==> src/rtl/pc_sequencer.sv <==
// Next-address mux control: decodes control-transfer strobes into pc_select,
// owns the call/return stack, and tracks halt, flush and stack-fault state.
module pc_sequencer #(
    parameter int DEPTH  = 8,
    parameter int ADDR_W = 32
) (
    input  logic                     clk,
    input  logic                     reset,
    input  logic                     stall,
    input  logic                     is_branch,
    input  logic                     branch_taken,
    input  logic                     is_jpc,
    input  logic                     is_jr,
    input  logic                     is_call,
    input  logic                     is_ret,
    input  logic                     halt_req,
    input  logic                     resume,
    input  logic [ADDR_W-1:0]        pc_1,
    output logic [2:0]               pc_select,
    output logic [ADDR_W-1:0]        stack_top,
    output logic [$clog2(DEPTH):0]   stack_depth,
    output logic                     flush,
    output logic                     halted,
    output logic                     stack_overflow,
    output logic                     stack_underflow
);

    localparam int AW = $clog2(DEPTH);
    localparam int DW = AW + 1;
    localparam logic [DW-1:0] DEPTH_MAX = DW'(DEPTH);

    localparam logic [2:0] SEL_STACK  = 3'b000;
    localparam logic [2:0] SEL_JR     = 3'b001;
    localparam logic [2:0] SEL_NPC    = 3'b010;
    localparam logic [2:0] SEL_BRANCH = 3'b011;
    localparam logic [2:0] SEL_HALT   = 3'b100;
    localparam logic [2:0] SEL_JPC    = 3'b101;

    typedef enum logic [1:0] {
        ST_RUN,
        ST_FLUSH,
        ST_HALTED,
        ST_FAULT
    } state_t;

    state_t              state;
    state_t              next_state;
    logic [ADDR_W-1:0]   entries [DEPTH];
    logic [DW-1:0]       depth;
    logic [DW-1:0]       top_index;
    logic                stack_empty;
    logic                stack_full;
    logic                do_push;
    logic                do_pop;
    logic                set_overflow;
    logic                set_underflow;

    assign stack_empty = (depth == '0);
    assign stack_full  = (depth == DEPTH_MAX);
    assign top_index   = depth - DW'(1);
    assign stack_top   = stack_empty ? '0 : entries[top_index[AW-1:0]];
    assign stack_depth = depth;
    assign halted      = reset && (state == ST_HALTED);

    // Strobe decode in fixed priority order; a blocked push/pop faults instead of wrapping.
    always_comb begin
        next_state    = state;
        pc_select     = SEL_NPC;
        flush         = 1'b0;
        do_push       = 1'b0;
        do_pop        = 1'b0;
        set_overflow  = 1'b0;
        set_underflow = 1'b0;

        unique case (state)
            ST_RUN: begin
                if (stall) begin
                    pc_select = SEL_HALT;
                end else if (halt_req) begin
                    pc_select  = SEL_HALT;
                    next_state = ST_HALTED;
                end else if (is_ret && stack_empty) begin
                    pc_select     = SEL_HALT;
                    set_underflow = 1'b1;
                    next_state    = ST_FAULT;
                end else if (is_ret) begin
                    pc_select  = SEL_STACK;
                    do_pop     = 1'b1;
                    next_state = ST_FLUSH;
                end else if (is_call && stack_full) begin
                    pc_select    = SEL_HALT;
                    set_overflow = 1'b1;
                    next_state   = ST_FAULT;
                end else if (is_call) begin
                    pc_select  = SEL_JPC;
                    do_push    = 1'b1;
                    next_state = ST_FLUSH;
                end else if (is_jpc) begin
                    pc_select  = SEL_JPC;
                    next_state = ST_FLUSH;
                end else if (is_jr) begin
                    pc_select  = SEL_JR;
                    next_state = ST_FLUSH;
                end else if (is_branch && branch_taken) begin
                    pc_select  = SEL_BRANCH;
                    next_state = ST_FLUSH;
                end else begin
                    pc_select = SEL_NPC;
                end
            end
            ST_FLUSH: begin
                flush = 1'b1;
                if (stall) begin
                    pc_select = SEL_HALT;
                end else begin
                    pc_select  = SEL_NPC;
                    next_state = ST_RUN;
                end
            end
            ST_HALTED: begin
                if (resume) begin
                    pc_select  = SEL_NPC;
                    next_state = ST_RUN;
                end else begin
                    pc_select = SEL_HALT;
                end
            end
            ST_FAULT: begin
                pc_select = SEL_HALT;
            end
            default: begin
                pc_select  = SEL_HALT;
                next_state = ST_RUN;
            end
        endcase

        // Reset is asynchronous, so the mux must see HALT while it is held.
        if (!reset) begin
            pc_select     = SEL_HALT;
            flush         = 1'b0;
            next_state    = ST_RUN;
            do_push       = 1'b0;
            do_pop        = 1'b0;
            set_overflow  = 1'b0;
            set_underflow = 1'b0;
        end
    end

    always_ff @(posedge clk or negedge reset) begin
        if (!reset) begin
            state <= ST_RUN;
        end else begin
            state <= next_state;
        end
    end

    // Popped entries are left in place; only the depth moves, so stack_top tracks depth.
    always_ff @(posedge clk or negedge reset) begin
        if (!reset) begin
            depth <= '0;
            for (int i = 0; i < DEPTH; i++) begin
                entries[i] <= '0;
            end
        end else if (do_push) begin
            entries[depth[AW-1:0]] <= pc_1;
            depth                  <= depth + DW'(1);
        end else if (do_pop) begin
            depth <= depth - DW'(1);
        end
    end

    always_ff @(posedge clk or negedge reset) begin
        if (!reset) begin
            stack_overflow  <= 1'b0;
            stack_underflow <= 1'b0;
        end else begin
            if (set_overflow) begin
                stack_overflow <= 1'b1;
            end
            if (set_underflow) begin
                stack_underflow <= 1'b1;
            end
        end
    end

endmodule
==> config.mk <==
export PLATFORM = sky130hd
export DESIGN_NAME = pc_sequencer
export DESIGN_NICKNAME = d
export VERILOG_FILES = /design/src/rtl/pc_sequencer.sv
export SDC_FILE = /design/constraint.sdc
export NUM_CORES = 1
export LEC_CHECK = 0
export CAP_MARGIN = 15
export CORE_MARGIN = 8
export CORE_UTILIZATION = 39
export DETAILED_ROUTE_END_ITERATION = 10
export GPL_TIMING_DRIVEN = 0
export PLACE_DENSITY = 0.53
export SYNTH_ARGS = -nofsm -noshare
export SYNTH_HDL_FRONTEND = slang
export SYNTH_SLANG_ARGS = --single-unit
==> constraint.sdc <==
create_clock -name clk -period 3.66 [get_ports clk]
set_clock_uncertainty 0.05 [all_clocks]
set_input_delay 0.732 -clock clk [delete_from_list [all_inputs] [get_ports clk]]
set_output_delay 0.732 -clock clk [all_outputs]
set_load 0.02 [all_outputs]
Figure 1. Cell area per tile.
The bar under the picture is 50 um long. 19 x 19 tiles, from black (low) to pale yellow (high), 0 to 100% covered.
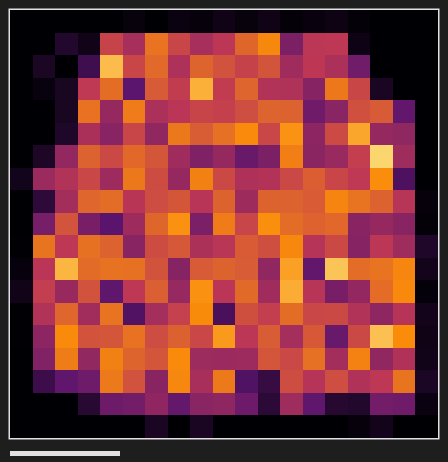
emptiest ninth of the die = upper left
densest ninth of the die = centre
fullest tile = 91%
nearly empty tiles = 18%

Figure 2. The metal 1 layer.
The bar under the picture is 50 um long.
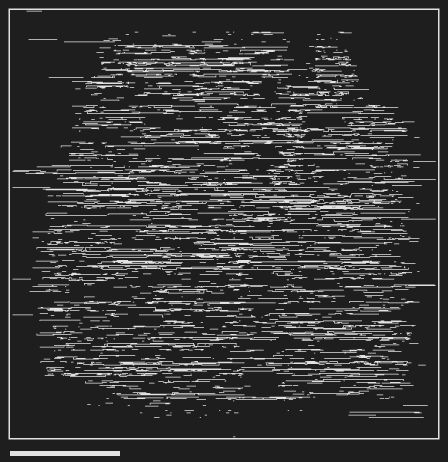
longest straight run = 51.5 um
nets with wire on the layer = 938

Figure 3. M2 wires.
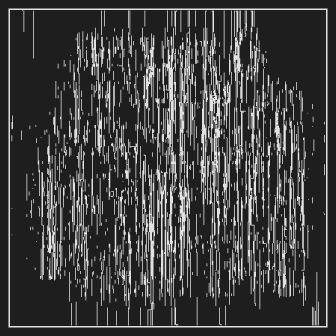
longest straight run = 75.5 um
main direction = vertical
wire length on this layer = 14600 um
nets with wire on the layer = 915

Figure 4. Congestion heat map.
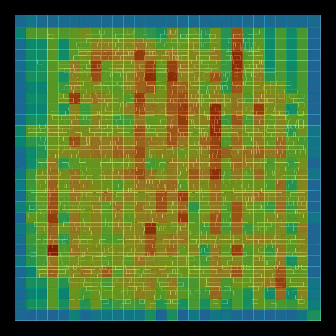
met1 usage: 23.64%
met3 usage: 2.384%
WL/cell: 22.44 um

metal layers:
metal / vias up / share of wire (%) / global-route usage, %
met2: 115 / 47 / 26.65
met3: 35 / 3.8 / 2.384
met5: - / 0.026 / 0
li1: 3307 / - / -
met4: 2 / 1.9 / 3.451
met1: 3954 / 47 / 23.64
power groups by stage:
stage,clock (uW),combinational [uW],sequential (uW)
floorplan,0,2510,3860
global placement,0,3890,3940
detailed placement,0,3920,3950
CTS,3420,4130,3890
global route,3530,4410,3980
finish,3340,4100,3890
flip-flops by register name, summed over array words and instances (netlist names):
register and flops:
stack_underflow 1, state 2, stack_overflow 1, stack_depth 4, entries 256
cells in the final DEF, fill, tap and decap left out, types with 3 or more instances in the layout:
cell,Yosys,layout
dfrtp_1,264,263
and2_1,3,3
buf_16,0,3
mux4_2,64,64
mux2_4,30,30
o21ai_0,3,3
buf_2,21,18
clkdlybuf4s15_1,0,3
inv_1,5,5
dlygate4sd2_1,0,23
clkdlybuf4s15_2,0,7
a21oi_2,0,3
nor2_1,6,5
bufinv_16,0,5
nand3_1,3,3
buf_6,9,11
buf_4,8,16
clkbuf_4,0,4
clkbuf_8,0,12
nor2b_1,4,4
ha_1,6,4
a21oi_1,35,32
clkbuf_2,1,6
mux2_2,162,162
clkbuf_16,0,34
clkdlybuf4s50_1,0,50
nand2_1,78,78
clkinv_2,0,5
mux2_1,64,64
cell families after synthesis:
group / after synthesis / share of synthesized area [%]
XOR/XNOR: 3 / 0.2115
multiplexers: 322 / 35.87
AND-OR/OR-AND: 55 / 2.638
buffers and inverters: 61 / 2.850
adder cells (fa/ha/maj): 6 / 0.6042
flip-flops: 264 / 53.17
AND/OR/NAND/NOR: 115 / 4.662
==> reports/results.ini <==
[final_timing]
finalHoldViolCount = 0
tightestPinTransition_ns = 0.9752
fin_tns_setup_ns = 0
slew_headroom_pct = 33.30
period_minus_slack_ns = 3.572
final_max_slew_viol_count = 0
fmax_mhz = 280.0
finalCritPeriodShare_pct = 97.59
whs_ns = 0.1220
setup_violations = 0
setup_ws_ns = 0.08825

[placement]
pre_cts_ws_ns = -0.6785
place_area_um2 = 13830
gp_congestion = 0.7383
dp_cells = 1314
portBuffers = 84
dp_hpwl_um = 19650

[yosys]
topCellsByArea = dfrtp_1 (53%), mux2_2 (15%), mux4_2 (12%)
numSynthFlops = 264
async_flop_share_pct = 100.0
synth.top_cell.area_share_pct = 53.17
avgSynthCellArea_um2 = 15.04
ys.flop_type = dfrtp_1
edf_count = 0
ys_warn_count = 0
most_common_cell = dfrtp_1
top_cells_by_count = dfrtp_1 (264), mux2_2 (162), nand2_1 (78), mux2_1 (64), mux4_2 (64)
yosys_area_um2 = 12430
synth.cell_area_um2 = 12430
synth.distinct_cells = 50
fp_nets = 875
yosys_cells = 826
synth-seq-area-share_pct = 53.17
top_area_cell = dfrtp_1
synthCells = 826

[final_layout]
clkbuf_count = 43
inverters = 5
buf_share_pct = 9.478
combGateArea_um2 = 5532
layout-drive-gt1-share_pct = 41.17
fin_cells = 1376
flop_area_um2 = 6608
final_cell_area_um2 = 15230
num_antenna_cells = 0
clk_share_pct = 7.409
area_delta_synth_final_pct = 22.60
final.fill_count = 2774
sh_comb_area_pct = 36.31
largest_class = sequential cells
final_core_util_pct = 48.40
buffers_excl_clock = 148
flops = 264
sh_seq_area_pct = 43.38
comb_cells = 501
num-nets-final = 999

[detailed_routing]
drc_errors = 0
via_per_inst = 5.387
dr.pass1.iters = 4
wl_um = 30880
via_count = 7413
ant_nets = 0
drt_iter0_drc = 329

[worst_setup_path]
path_cells = buf_4 > inv_1 > ha_4 > buf_6 > clkbuf_16 > mux4_2 > nand2_1 > a21oi_1 > dlygate4sd2_1
crit_type = reg2out
r2r_start = state[1]
rr_endpoint = entries[28]
worstSetupPathDepth = 9
cp.required_ns = 2.88
reg2reg_slack_ns = 0.99
crit_family = buffers and inverters
startpoint = stack_depth[0]
critical_path_arrival_ns = 2.79
ff2ff_path_depth = 6
cp.buffers_inverters = 5
critPathCaptureType = output port
cp-start-kind = flip-flop
slowest_stage = dfrtp_1
worst-path-max-fanout = 10
max_stage_delay_ns = 0.37
critPathCapture = stack_top[11]

[power]
finalPower_uw = 11330
p_sw_share_pct = 32.31
cellPowerDensity_nw_per_um2 = 743.6
p_clk_share_pct = 29.5
p_int_uw = 7668
peakVddDrop_mv = 0.4134
power.leakage_uw = 0.007347
comb_power_share_pct = 36.2
seqPwrFrac_pct = 34.4
p_sw_uw = 3660

[clock_tree]
cts_resized = 93
clkLatencyLatePin_ns = 0.55
cts_buffers = 30
tritoncts = done
cts.sinks = 264
clk_pin_slew_ns = 0.07
ctsHoldBuffers = 1
cts_setup_buffers = 3
cts_root_buffer = clkbuf_16
clk_path_buf_depth = 3
htree_levels = 1

[floorplanning]
fp-utilization_pct = 39.48
fp.coreArea_um2 = 31470
io_pins = 86
tapCellCount = 402
die_y_um = 194.5
chipArea_um2 = 37830
die_w_um = 194.5
rows = 65

[global_routing]
grt_pass1_wl_um = 49500
grt_max_degree = 105
antenna_found_initial = 1
gr-total-overflow = 0
grt_pass1_vias = 7980
grt_use_total_pct = 16.59

[flow_run]
cap_viol_max_count = 0
openroad.warnings = 33

[status]
outcome = completed

[min_path]
min_path_type = in2async

Power figures rest on the tool's default switching activity, not on a simulated workload.
